===== src/rtl/whitening_pkg.sv =====
// whitening_pkg: shared FSM states and sizing constants for the whitening-stage controllers
package whitening_pkg;
  localparam int COV_N_SAMPLES = 128;
  localparam int COV_SHIFT = $clog2(COV_N_SAMPLES);
  localparam int SAMPLE_ADDR_W = 7;
  typedef enum logic [2:0] {ST_IDLE, ST_CLEAR, ST_ISSUE, ST_DRAIN, ST_DONE} cov_state_e;
endpackage


===== src/rtl/valid_align_pipe.sv =====
// valid_align_pipe: stall-gated valid shift register.
// Ports: clk, rst (sync, active-high), stall_i freezes the pipe,
// vld_i enters stage 0, vld_o is the last stage (suppressed while stalled).
module valid_align_pipe #(
  parameter int DEPTH = 2
) (
  input  logic clk,
  input  logic rst,
  input  logic stall_i,
  input  logic vld_i,
  output logic vld_o
);
  logic [DEPTH-1:0] pipe_q, pipe_d;
  always_comb pipe_d = stall_i ? pipe_q : DEPTH'({pipe_q, vld_i});
  always_ff @(posedge clk) begin
    if (rst) pipe_q <= '0;
    else pipe_q <= pipe_d;
  end
  assign vld_o = pipe_q[DEPTH-1] & ~stall_i;
endmodule


===== src/rtl/cov_accum_ctrl.sv =====
// cov_accum_ctrl: sequencer for the whitening-stage covariance accumulator.
// Ports: start launches a run; stall freezes issue and alignment;
// mem_rd_en/mem_addr fetch samples; acc_clr/acc_en drive the accumulator;
// busy is high outside IDLE; cov_valid/cov_ack hand the result downstream.
module cov_accum_ctrl
  import whitening_pkg::*;
#(
  parameter int N_SAMPLES = COV_N_SAMPLES,
  parameter int ADDR_W    = SAMPLE_ADDR_W,
  parameter int BASE_ADDR = 0,
  parameter int PIPE_LAT  = 2
) (
  input  logic              clk,
  input  logic              rst,
  input  logic              start,
  input  logic              stall,
  output logic              mem_rd_en,
  output logic [ADDR_W-1:0] mem_addr,
  output logic              acc_clr,
  output logic              acc_en,
  output logic              busy,
  output logic              cov_valid,
  input  logic              cov_ack
);
  localparam int CW = $clog2(N_SAMPLES) + 1;
  cov_state_e state_q, state_d;
  logic [CW-1:0] issue_q, issue_d, acc_q, acc_d;
  assign mem_rd_en = (state_q == ST_ISSUE) && !stall;
  assign acc_clr   = state_q == ST_CLEAR;
  assign busy      = state_q != ST_IDLE;
  assign cov_valid = state_q == ST_DONE;
  assign mem_addr  = ADDR_W'(BASE_ADDR) + ADDR_W'(issue_q);
  valid_align_pipe #(.DEPTH(PIPE_LAT)) u_align (
    .clk    (clk),
    .rst    (rst),
    .stall_i(stall),
    .vld_i  (mem_rd_en),
    .vld_o  (acc_en)
  );
  always_comb begin
    issue_d = acc_clr ? '0 : issue_q + CW'(mem_rd_en);
    acc_d   = acc_clr ? '0 : acc_q + CW'(acc_en);
    state_d = state_q;
    case (state_q)
      ST_IDLE:  state_d = start ? ST_CLEAR : ST_IDLE;
      ST_CLEAR: state_d = ST_ISSUE;
      ST_ISSUE: state_d = (mem_rd_en && issue_q == CW'(N_SAMPLES - 1)) ? ST_DRAIN : ST_ISSUE;
      // look at the next count so cov_valid rises right after the last accumulate
      ST_DRAIN: state_d = (acc_d == CW'(N_SAMPLES)) ? ST_DONE : ST_DRAIN;
      ST_DONE:  state_d = cov_ack ? ST_IDLE : ST_DONE;
      default:  state_d = ST_IDLE;
    endcase
  end
  always_ff @(posedge clk) begin
    if (rst) begin
      state_q <= ST_IDLE;
      issue_q <= '0;
      acc_q   <= '0;
    end else begin
      state_q <= state_d;
      issue_q <= issue_d;
      acc_q   <= acc_d;
    end
  end
endmodule


===== config.mk =====
export PLATFORM = sky130hd
export DESIGN_NAME = cov_accum_ctrl
export DESIGN_NICKNAME = d
export VERILOG_FILES = /design/src/rtl/whitening_pkg.sv /design/src/rtl/valid_align_pipe.sv /design/src/rtl/cov_accum_ctrl.sv
export SDC_FILE = /design/constraint.sdc
export NUM_CORES = 1
export LEC_CHECK = 0
export CORE_ASPECT_RATIO = 0.9
export CORE_MARGIN = 10
export CORE_UTILIZATION = 56
export DETAILED_ROUTE_END_ITERATION = 10
export PLACE_DENSITY = 0.83
export RECOVER_POWER = 25
export SLEW_MARGIN = 5
export SYNTH_ARGS = -nofsm -noshare
export SYNTH_HDL_FRONTEND = slang
export SYNTH_SLANG_ARGS = --single-unit

===== constraint.sdc =====
create_clock -name clk -period 6.24 [get_ports clk]
set_input_delay 1.872 -clock clk [delete_from_list [all_inputs] [get_ports clk]]
set_output_delay 1.872 -clock clk [all_outputs]
set_load 0.01 [all_outputs]

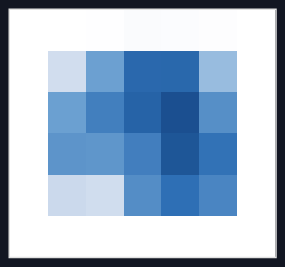
**Above:** run 1 (cell density map).
(4 px per µm) 7 x 6 tiles, from white (low) to dark blue (high), 0 to 100% covered.
mean over tiles = 29%
emptiest ninth of the die = lower left
densest ninth of the die = center
fullest tile = 87%
nearly empty tiles = 50%
tiles over 75% full = 12%
area of the core: 1880 µm²
Core Util, Final: 0.649
Floorplan Utilization: 0.577

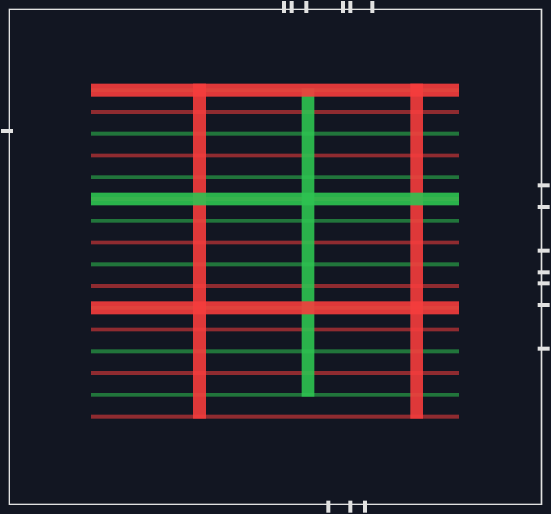
**Above:** run 1 (supply network).
(8 px per µm) Pins as bars on the die edge.
VSS -> red
VDD -> green
signal pins = 17
rows = 15
met4 straps = 3
met1 rails = 16
met5 straps = 3

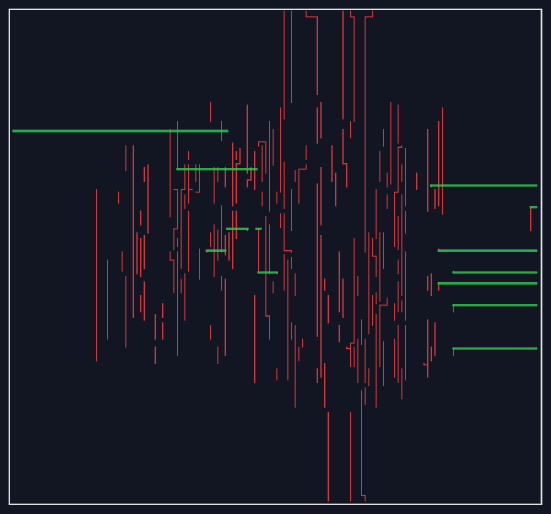
**Above:** run 1 (metal layers overlaid).
(8 px per µm) Two of the layers only.
met2 -> red  # wire length 946 µm
met3 -> green  # wire length 113 µm

==> results.py, run 1 <==
# Generated from Yosys and OpenROAD reports
metrics = {
    "status": {
        "status": "finished, final reports clean",
    },
    "power": {
        "power_leader": "sequential cells",
        "p_sw_frac": 0.236,
        "p_comb_uw": 19.2,
    },
    "place": {
        "dp_worst_setup_slack_ps": 802,
        "place.gp.congestion": 0.790,
        "dp.cells": 153,
        "dpl_cell_area_um2": 1190,
        "io_buffers": 16,
    },
    "detailed_routing": {
        "wirelength_um": 1960,
        "dr.pass1.iters": 4,
        "ant_nets": 0,
    },
    "sta": {
        "clock_skew_ps": 5.26,
        "slew-limit-headroom": 0.731,
        "finalSetupViolations": 0,
        "fmax_mhz": 178,
        "holdWs_ps": 471,
    },
    "final_layout": {
        "sh_seq_area": 0.345,
        "n_all_inverters": 3,
        "nMultiInputCombCells": 88,
        "flop_area_um2": 420,
        "drive_gt1_frac": 0.0682,
        "fin_nets": 142,
    },
    "logic_synthesis": {
        "yosysChipArea_um2": 1080,
        "syn_avg_cell_area_um2": 8.73,
        "synth_cells": 124,
        "top_area_frac": 0.388,
        "synth.logic.top_family": "simple AND/OR/NAND/NOR gates",
        "synth-async-reset-ratio": 0,
        "ys_warn_count": 0,
        "most_common_cell": "dfxtp_1",
        "fp_nets": 133,
        "ys_types": 34,
        "xor_area_frac": 0.105,
        "synthTopCellsByArea": "dfxtp_1 39%, xnor2_1 7.3%, buf_4 5.5%",
        "synth.largest_area_cell": "dfxtp_1",
    },
    "run": {
        "drv_cap": 0,
    },
    "min_path": {
        "hold_class": "register to register",
    },
    "clock_tree": {
        "cts_buffers": 3,
        "cts_setup_buffers": 0,
        "ctsRootBufferMaster": "clkbuf_4",
    },
    "global_routing": {
        "grt_pass1_vias": 771,
        "grt_antenna_before_repair": 0,
        "grt_pass1_wl_um": 3340,
    },
    "setup_path": {
        "crit_family": "buffers and inverters",
        "cp-start-kind": "primary input",
        "crit_fanout": 4,
        "cp_num_cells": 4,
        "critical-path-max-stage-delay_ps": 610,
        "slowest_stage": "or4b_1",
    },
}
-- run 1: worst paths after layout --
| check | to | slack, ps | startpoint |
|---|---|---|---|
| setup / recovery | mem_rd_en | 640 | stall |
| hold reg to reg | u_align.pipe_q[0] | 470 | u_align.pipe_q[0] |
| hold / removal | u_align.pipe_q[0] | 470 | u_align.pipe_q[0] |
| setup reg to reg | issue_q[6] | 4150 | state_q[1] |
-- run 1: routing by layer --
layer  track usage  up-vias  routed length [µm]
met2         0.179       14                 945
met4        0.0358        0                  19
li1              -      438                   -
met3        0.0323        4                 113
met1         0.114      390                 881
met5             0        -                   0
==> run 2, diff against run 1 <==
- SLEW_MARGIN: 5 -> 20
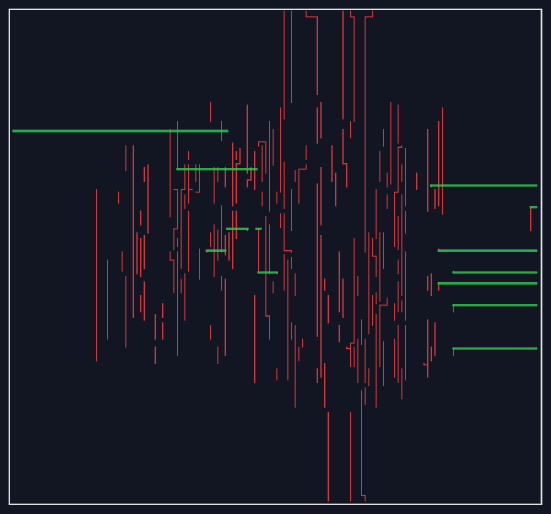
**Above:** run 2 (metal layers overlaid).
(8 px per µm) Two of the layers only.
met3 -> green  # wire length 113 µm
met2 -> red  # wire length 946 µm

==> results.py, run 2 <==
# Generated from Yosys and OpenROAD reports
metrics = {
    "status": {
        "status": "finished, final reports clean",
    },
    "final_layout": {
        "utilization": 0.649,
        "flop_area_um2": 420,
        "fin_nets": 142,
        "final_cells": 157,
        "drive_gt1_frac": 0.0682,
    },
    "setup_path": {
        "endpoint": "mem_rd_en",
        "cp-start-kind": "primary input",
        "ff2ff_setup_slack_ps": 4150,
        "crit_fanout": 4,
        "regToRegStartpoint": "state_q[1]",
        "crit_start": "stall",
        "timing.rr.end": "issue_q[6]",
    },
    "global_routing": {
        "grt_antenna_before_repair": 0,
        "grt-busiest-layer": "met2",
        "use_met3": 0.0323,
        "grt_pass1_wl_um": 3340,
        "met2_usage": 0.179,
        "grt_use_total": 0.102,
        "use_met1": 0.114,
        "grt_pass1_vias": 771,
    },
    "detailed_routing": {
        "wl_met2_um": 945,
        "highest_layer": "met4",
        "wl_met3_um": 113,
        "m1WireLength_um": 881,
        "ant_nets": 0,
        "dr.pass1.iters": 4,
        "wirelength_um": 1960,
    },
    "place": {
        "dpl_cell_area_um2": 1190,
        "io_buffers": 16,
        "dp.cells": 153,
        "dp_worst_setup_slack_ps": 802,
        "place.gp.congestion": 0.790,
    },
    "logic_synthesis": {
        "fp_nets": 133,
        "xor_area_frac": 0.105,
        "synth_cells": 124,
        "syn_avg_cell_area_um2": 8.73,
        "synth-async-reset-ratio": 0,
        "yosysChipArea_um2": 1080,
        "synthTopCellsByArea": "dfxtp_1 39%, xnor2_1 7.3%, buf_4 5.5%",
        "edf_count": 0,
        "most_common_cell": "dfxtp_1",
        "top_area_frac": 0.388,
        "synthAoiAreaFrac": 0.0994,
        "ys_types": 34,
        "ys_top_cells_by_count": "21 x dfxtp_1, 15 x nor2_1, 9 x xnor2_1",
        "synth.largest_area_cell": "dfxtp_1",
        "synth.logic.top_family": "simple AND/OR/NAND/NOR gates",
    },
    "power": {
        "powerDensity_nw_per_um2": 182,
        "p_comb_frac": 0.086,
        "p_sw_frac": 0.236,
    },
    "clock_tree": {
        "ctsRootBufferMaster": "clkbuf_4",
        "cts_setup_buffers": 0,
        "cts_tree": "built",
        "cts_buffers": 3,
        "clkSinkCount": 21,
    },
    "floorplanning": {
        "core-area_um2": 1880,
    },
    "min_path": {
        "hp-start": "u_align.pipe_q[0]",
        "worstHoldEndpoint": "u_align.pipe_q[0]",
        "hold_class": "register to register",
    },
    "sta": {
        "fin_crit_ps": 5600,
        "setup_ws_ps": 638,
        "finalSetupViolations": 0,
        "fin_setup_tns_ps": 0,
        "fmax_mhz": 178,
        "holdWs_ps": 471,
        "clock_skew_ps": 5.26,
        "slew-limit-headroom": 0.731,
    },
    "run": {
        "drv_cap": 0,
    },
}
[run 2: power groups by stage]
stage          clock network [mW]  registers (mW)  logic (mW)
2_1_floorplan                   0           0.141      0.0110
3_3_place_gp                    0           0.141      0.0196
3_5_place_dp                    0           0.141      0.0201
4_1_cts                    0.0687           0.138      0.0203
5_1_grt                    0.0729           0.139      0.0217
6_report                   0.0645           0.138      0.0192
[run 2: final cells by class]
| class | instances | share of cell area |
|---|---|---|
| clock inverter | 1 | 0.00411 |
| multi-input combinational | 88 | 0.466 |
| clock buffer | 3 | 0.0185 |
| sequential | 21 | 0.345 |
| inverter | 3 | 0.00925 |
| timing repair buffer | 16 | 0.132 |
| tap | 25 | 0.0257 |
[run 2: worst max-delay path, cell delays in order]
cell             delay [ps]
dlygate4sd3_1           600
or4b_1                  610
inv_1                   110
clkdlybuf4s50_1         540
Power figures rest on the tool's default switching activity, not on a simulated workload.
